## src/rtl/breakout_pkg.sv

```systemverilog
// rtl/breakout_pkg.sv - shared screen geometry, ADC width and paddle tracker FSM states
package breakout_pkg;

   localparam int ADC_W        = 12;
   localparam int SCREEN_W     = 320;
   localparam int PADDLE_W     = 32;
   localparam int PADDLE_RANGE = SCREEN_W - PADDLE_W;
   localparam int POS_W        = 9;
   // avg (ADC_W bits) times PADDLE_RANGE (< 2^9) fits in 21 bits
   localparam int PROD_W       = ADC_W + POS_W;

   typedef enum logic [1:0] {
      SETTLE,
      ACCUM,
      SCALE,
      UPDATE
   } tracker_state_t;

endpackage

```

## src/rtl/sample_timer.sv

```systemverilog
// rtl/sample_timer.sv - free-running 0..PERIOD-1 counter, tick on the terminal count
module sample_timer #(
   parameter int PERIOD = 50000
) (
   input  logic clk,
   input  logic reset,
   output logic tick
);

   localparam int CW = (PERIOD > 1) ? $clog2(PERIOD) : 1;

   logic [CW-1:0] count;

   assign tick = (count == CW'(PERIOD - 1));

   always_ff @(posedge clk) begin
      if (reset || tick)
         count <= '0;
      else
         count <= count + CW'(1);
   end

endmodule

```

## src/rtl/paddle_tracker.sv

```systemverilog
// rtl/paddle_tracker.sv - averages paddle pot samples and scales them to a paddle x-coordinate
// Optional deadband on position updates is enabled by defining PADDLE_HYST_EN.
module paddle_tracker
   import breakout_pkg::*;
#(
   parameter int SAMPLE_PERIOD = 50000,
   parameter int AVG_LOG2      = 3,
   parameter int ADC_CHAN      = 0,
   parameter int HYST          = 4
) (
   input  logic             clk,
   input  logic             reset,
   input  logic [ADC_W-1:0] adc_result,
   input  logic             hold,
   output logic [2:0]       chan,
   output logic [POS_W-1:0] pos,
   output logic             pos_valid
);

   localparam int ACC_W = ADC_W + AVG_LOG2;
   localparam int CNT_W = AVG_LOG2 + 1;
   localparam int NSAMP = 1 << AVG_LOG2;

   tracker_state_t state, next_state;

   logic              tick;
   logic              acc_en, acc_clr, do_scale, do_update, move;
   logic [ACC_W-1:0]  acc;
   logic [CNT_W-1:0]  cnt;
   logic [ADC_W-1:0]  avg;
   logic [PROD_W-1:0] prod;
   logic [POS_W-1:0]  new_pos;

   sample_timer #(
      .PERIOD (SAMPLE_PERIOD)
   ) u_timer (
      .clk   (clk),
      .reset (reset),
      .tick  (tick)
   );

   assign chan    = 3'(ADC_CHAN);
   assign avg     = ADC_W'(acc >> AVG_LOG2);
   assign new_pos = POS_W'(prod >> ADC_W);

   always_ff @(posedge clk) begin
      if (reset)
         state <= SETTLE;
      else
         state <= next_state;
   end

   always_comb begin
      next_state = state;
      acc_en     = 1'b0;
      acc_clr    = 1'b0;
      do_scale   = 1'b0;
      do_update  = 1'b0;
      case (state)
         // the first tick after reset may carry a stale conversion
         SETTLE: begin
            if (tick) begin
               acc_clr    = 1'b1;
               next_state = ACCUM;
            end
         end
         ACCUM: begin
            if (tick && !hold) begin
               acc_en = 1'b1;
               if (cnt == CNT_W'(NSAMP - 1))
                  next_state = SCALE;
            end
         end
         SCALE: begin
            do_scale   = 1'b1;
            next_state = UPDATE;
         end
         UPDATE: begin
            do_update  = 1'b1;
            acc_clr    = 1'b1;
            next_state = ACCUM;
         end
         default: next_state = SETTLE;
      endcase
   end

   always_ff @(posedge clk) begin
      if (reset) begin
         acc       <= '0;
         cnt       <= '0;
         prod      <= '0;
         pos       <= POS_W'(PADDLE_RANGE / 2);
         pos_valid <= 1'b0;
      end else begin
         pos_valid <= do_update;
         if (acc_clr) begin
            acc <= '0;
            cnt <= '0;
         end else if (acc_en) begin
            acc <= acc + ACC_W'(adc_result);
            cnt <= cnt + CNT_W'(1);
         end
         if (do_scale)
            prod <= PROD_W'(avg) * PROD_W'(PADDLE_RANGE);
         if (do_update && move)
            pos <= new_pos;
      end
   end

`ifdef PADDLE_HYST_EN
   logic             first;
   logic [POS_W-1:0] delta;

   assign delta = (new_pos > pos) ? (new_pos - pos) : (pos - new_pos);
   assign move  = first || (delta >= POS_W'(HYST));

   // first batch after reset always lands, whatever the deadband
   always_ff @(posedge clk) begin
      if (reset)
         first <= 1'b1;
      else if (do_update)
         first <= 1'b0;
   end
`else
   assign move = 1'b1;
`endif

endmodule

```

## config.mk

```make
export PLATFORM = sky130hd
export DESIGN_NAME = paddle_tracker
export DESIGN_NICKNAME = d
export VERILOG_FILES = /design/src/rtl/breakout_pkg.sv /design/src/rtl/sample_timer.sv /design/src/rtl/paddle_tracker.sv
export SDC_FILE = /design/constraint.sdc
export NUM_CORES = 1
export LEC_CHECK = 0
export CAP_MARGIN = 5
export CORE_MARGIN = 2
export CORE_UTILIZATION = 40
export CTS_CLUSTER_DIAMETER = 150
export CTS_CLUSTER_SIZE = 12
export DETAILED_ROUTE_END_ITERATION = 6
export PLACE_DENSITY = 0.63
export SLEW_MARGIN = 10
export SYNTH_ARGS = -nofsm -noshare
export SYNTH_HDL_FRONTEND = slang
export SYNTH_HIERARCHICAL = 1
export SYNTH_SLANG_ARGS = --single-unit
```

## constraint.sdc

```tcl
create_clock -name clk -period 2.6 [get_ports clk]
set_input_delay 0.65 -clock clk [delete_from_list [all_inputs] [get_ports clk]]
set_output_delay 0.65 -clock clk [all_outputs]
set_load 0.005 [all_outputs]
```

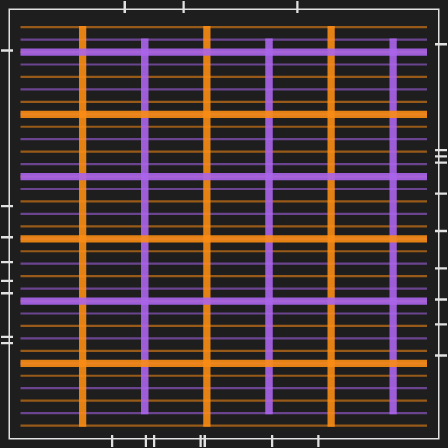
Fig. 1. Supply network (run 1).
Pins as bars on the die edge.
Key: VDD = purple; VSS = orange
33 met1 rails follow the rows. 6 straps on met4.
Max rail drop VDD: 0.218 mV
die height: 93.5 um
Core ar.: 7730 um2
DIE WIDTH: 93.5 um

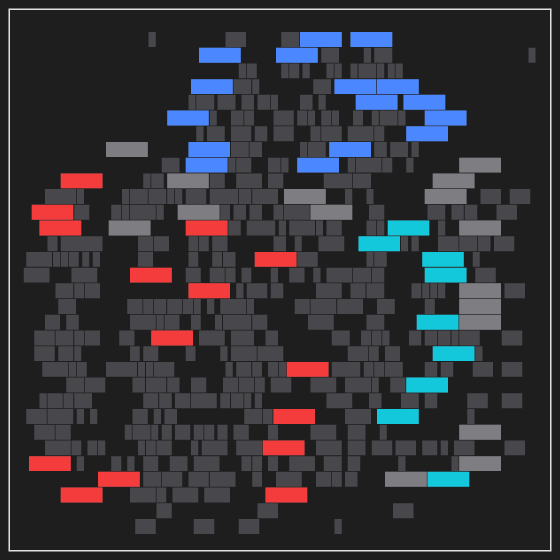
Fig. 2. Where the registers sit (run 1).
Other sequential cells in the stronger gray, the rest of the logic in the fainter gray.
Key: `u_timer/count` = blue [placed flops 16]; `acc` = red [placed flops 15]; `prod` = cyan [placed flops 9]
Another 16 sequential cells are not colored.
seq pwr: 0.887 mW
Flop area: 1120 um2
Layout Utilization: 0.493

==> summary.txt, run 1 <==
impl run done, here's what came out: outcome finished clean, stage-log warning count 30, # diodes 0, P_int 1.15 mW, worst reg2reg path depth 8, Distinct lib cells used 51, Crit path depth 9, clock buf count 5, DR WL/cell 12.5 um, Avg Inst Size Synth 8.71 um2, Total Die Area 8740 um2, TritonCTS clock tree done, most used cell, CP nand2_1, r2r endpoint prod[19], register with the most flip-flops u_timer/count, Critical Path Sink acc[11], placed insts 507, Num CTS Buffers 5, largest net degree at the start of global routing 26, Seq area share 0.294, Cell Pwr Density 408 nW/um2, Comb/total area 0.522, Post-layout nets 463, post-detail-place hpwl 4.92 mm, DR vias/cell 5.14, Max Clock Skew 13.7 ps, total track usage 0.160, number of enable flip-flop cells 0, Leak 1.53 nW, simple share 0.217, Area leader share 0.350, nonclk buf count 50, flop2flop setup slack 170 ps, final std cells w/o fill 515, inverter count 9, Max FO, Critical Path 2, post-route cell area 3810 um2, sw frac 0.262, non-clk buf share 0.116, clock power share 0.324, Port Buffers 24, Worst Hold Path Cells 2, Post-Synth XOR/XNOR Area 0.0820, Post-Syn Instances 368, floorplan utilization 0.415, hold crit path type reg2reg, Gate power share 0.105, vias in the first global route 2545, GRT overflow 0
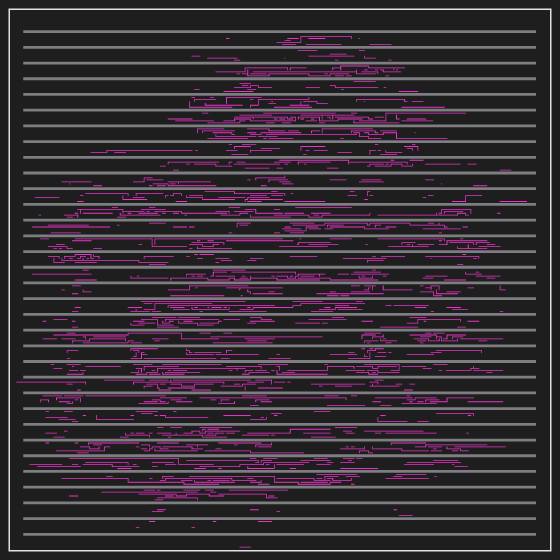
Fig. 3. Signal wires on met1 (run 1).
Supply wires on this layer in gray.
422 nets have wire on it. The wires run mostly horizontal. The longest straight run is 25.3 um. The layer carries 3200 um of wire. The layer holds 50% of the routed length.
DR vias: 2647
final wirelength: 6.46 mm
GR met1 Demand/Resource: 0.218

Fig. 4: run 1, selected gate families
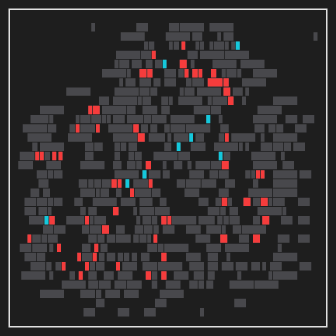

==> run 1 -> run 2 <==
--- a/config.mk
+++ b/config.mk
@@ -11,7 +11,7 @@
 export CTS_CLUSTER_DIAMETER = 150
 export CTS_CLUSTER_SIZE = 12
 export DETAILED_ROUTE_END_ITERATION = 6
-export PLACE_DENSITY = 0.63
+export PLACE_DENSITY = 0.55
 export SLEW_MARGIN = 10
 export SYNTH_ARGS = -nofsm -noshare
 export SYNTH_HDL_FRONTEND = slang
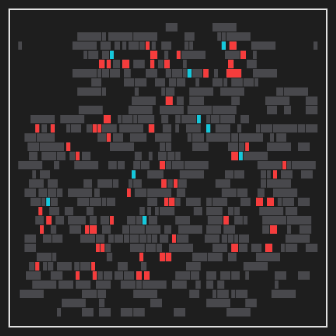
Fig. 5. Selected gate families (run 2).
Key: inverters = cyan [cells 9, most used inv_1]; NAND gates = red [cells 57, most used nand2_1, where spread over the die]

==> run 2 against run 1 <==
Compared with the run above:
- combinational power about the same
- hold slack got worse by 6.7 ps
- critical path type unchanged
- register-to-register slack improved by 20 ps
- cell count decreased by 0.19%
==> summary.txt, run 2 <==
impl run done, here's what came out: outcome finished clean, Crit-path slowest cell clkdlybuf4s50_1, Total Die Area 8740 um2 (unchanged), postcts setup bufs 0, Avg Inst Size Synth 8.71 um2 (unchanged), nonclk buf count 49 (-2.0%), vias in the first global route 2409 (-5.3%), Worst Hold Path Cells 2 (unchanged), Post-Syn Instances 368 (unchanged), Post-layout nets 462 (-0.22%), DR WL/cell 12.5 um (about the same), Cell Pwr Density 411 nW/um2 (+0.71%), die height 93.5 um (unchanged), crit path from adc_result[1], share of post-route cells with drive strength above 1 0.109, post-detail-place hpwl 5.00 mm (+1.5%), Buf/Inv on CP 2, sw frac 0.252 (-0.0103), Comb/total area 0.524 (+0.00188), Resized Gates After CTS 1, Core ar. 7730 um2 (unchanged), number of enable flip-flop cells 0 (unchanged), routing usage on met3 0.0258, seq pwr 0.886 mW (about the same), clk latency late pin 310 ps, Critical Path Sink acc[11], final std cells w/o fill 514 (-0.19%), metal3 WL 208 um, Layout Utilization 0.492 (-0.00146), Crit path depth 9 (unchanged), post-route cell area 3800 um2 (-0.30%), largest net degree at the start of global routing 24 (-7.7%), floorplan utilization 0.415 (unchanged), worst reg2reg path depth 8 (unchanged), P_clk 0.513 mW, register with the most flip-flops u_timer/count, DIE WIDTH 93.5 um (unchanged), FP Rows 32, flop2flop setup slack 190 ps (+20 ps), Max Clock Skew 8.12 ps (-5.53 ps), unrepaired setup endpoints after global routing no, clock power share 0.328 (+0.004), H-tree depth 2, final wirelength 6.45 mm (-0.25%), Max FO, Critical Path 2 (unchanged), Num CTS Buffers 5 (unchanged), Area leader share 0.350 (unchanged), GRT busiest layer met2, stage-log warning count 30 (unchanged), inverter count 9 (unchanged), CTS Hold Bufs 0, Main logic family simple AND/OR/NAND/NOR gates, clock buf count 6 (+1), Post-Synth XOR/XNOR Area 0.0820 (unchanged), Distinct lib cells used 51 (unchanged), remaining antenna violation count after routing 0, Gate power share 0.104 (about the same), Leak 1.51 nW (-1.2%), Seq area share 0.295 (+0.000872), placed insts 506 (-0.20%), # diodes 0 (unchanged), TritonCTS clock tree done, r2r endpoint prod[19], simple share 0.217 (unchanged), hold crit path type reg2reg, DR vias 2613 (-1.3%), total track usage 0.159 (-0.00164), Largest regs u_timer/count x16, acc x15, DR vias/cell 5.08 (-1.1%), Max rail drop VDD 0.264 mV (+21%), non-clk buf share 0.113 (-0.00295)
Fig. 6: run 2, clock wiring as the flow saved it
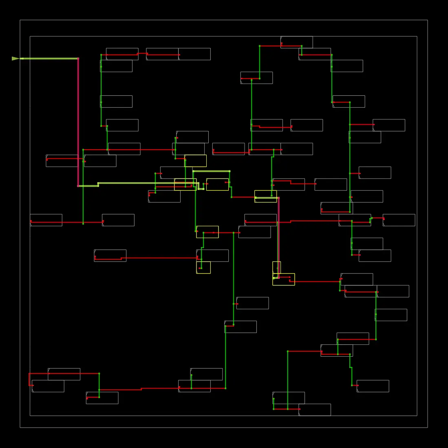

==> run 2 -> run 3 <==
--- a/config.mk
+++ b/config.mk
@@ -6,12 +6,14 @@
 export NUM_CORES = 1
 export LEC_CHECK = 0
 export CAP_MARGIN = 5
+export CELL_PAD_IN_SITES_DETAIL_PLACEMENT = 0
+export CELL_PAD_IN_SITES_GLOBAL_PLACEMENT = 1
 export CORE_MARGIN = 2
 export CORE_UTILIZATION = 40
 export CTS_CLUSTER_DIAMETER = 150
 export CTS_CLUSTER_SIZE = 12
 export DETAILED_ROUTE_END_ITERATION = 6
-export PLACE_DENSITY = 0.55
+export PLACE_DENSITY_LB_ADDON = 0.1
 export SLEW_MARGIN = 10
 export SYNTH_ARGS = -nofsm -noshare
 export SYNTH_HDL_FRONTEND = slang
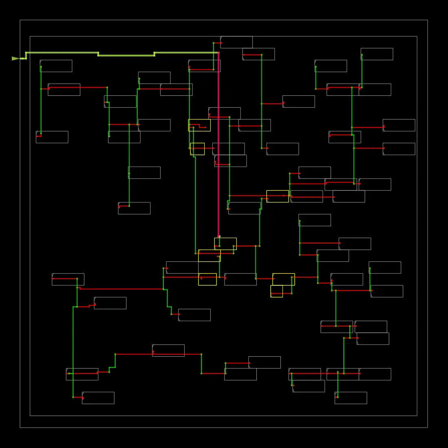
Fig. 7. Clock wiring as the flow saved it (run 3).
P_clk: 0.512 mW
flop count: 56

==> run 3 against run 2 <==
Compared with the run above:
- die size unchanged
- routed wire length up 4.9%
- fmax up 0.55%
- total power about the same
- highest routed layer unchanged
- via count down 0.92%
- design area up 0.20%
- cell count down 0.19%
- critical endpoint is now acc[8]
- first-iteration DRC count up 11%
- clock skew up 5.6 ps
==> summary.txt, run 3 <==
impl run done, here's what came out: # diodes 0 (unchanged), Crit path depth 9 (unchanged), register with the most flip-flops u_timer/count, share of post-route cells with drive strength above 1 0.107 (-0.00217), Post-Syn Instances 368 (unchanged), inverter count 9 (unchanged), metal3 WL 167 um (-20%), flop2flop setup slack 130 ps (-60 ps), Leak 1.52 nW (+0.60%), DR vias/cell 5.05 (-0.73%), Core ar. 7730 um2 (unchanged), TritonCTS clock tree done, outcome finished clean, largest net degree at the start of global routing 24 (unchanged), worst reg2reg path depth 8 (unchanged), Gate power share 0.104 (about the same), Worst Hold Path Cells 2 (unchanged), DR WL/cell 13.2 um (+5.1%), FP Rows 32 (unchanged), Distinct lib cells used 51 (unchanged), die height 93.5 um (unchanged), placed insts 505 (-0.20%), Crit-path slowest cell clkdlybuf4s50_1, floorplan utilization 0.415 (unchanged), Cell Pwr Density 410 nW/um2 (-0.24%), Seq area share 0.295 (-0.000582), crit path from adc_result[0], nonclk buf count 48 (-2.0%), remaining antenna violation count after routing 0 (unchanged), stage-log warning count 30 (unchanged), DIE WIDTH 93.5 um (unchanged), Critical Path Sink acc[8], Avg Inst Size Synth 8.71 um2 (unchanged), number of enable flip-flop cells 0 (unchanged), Max rail drop VDD 0.201 mV (-24%)
Power is estimated from default activity; no workload was simulated.
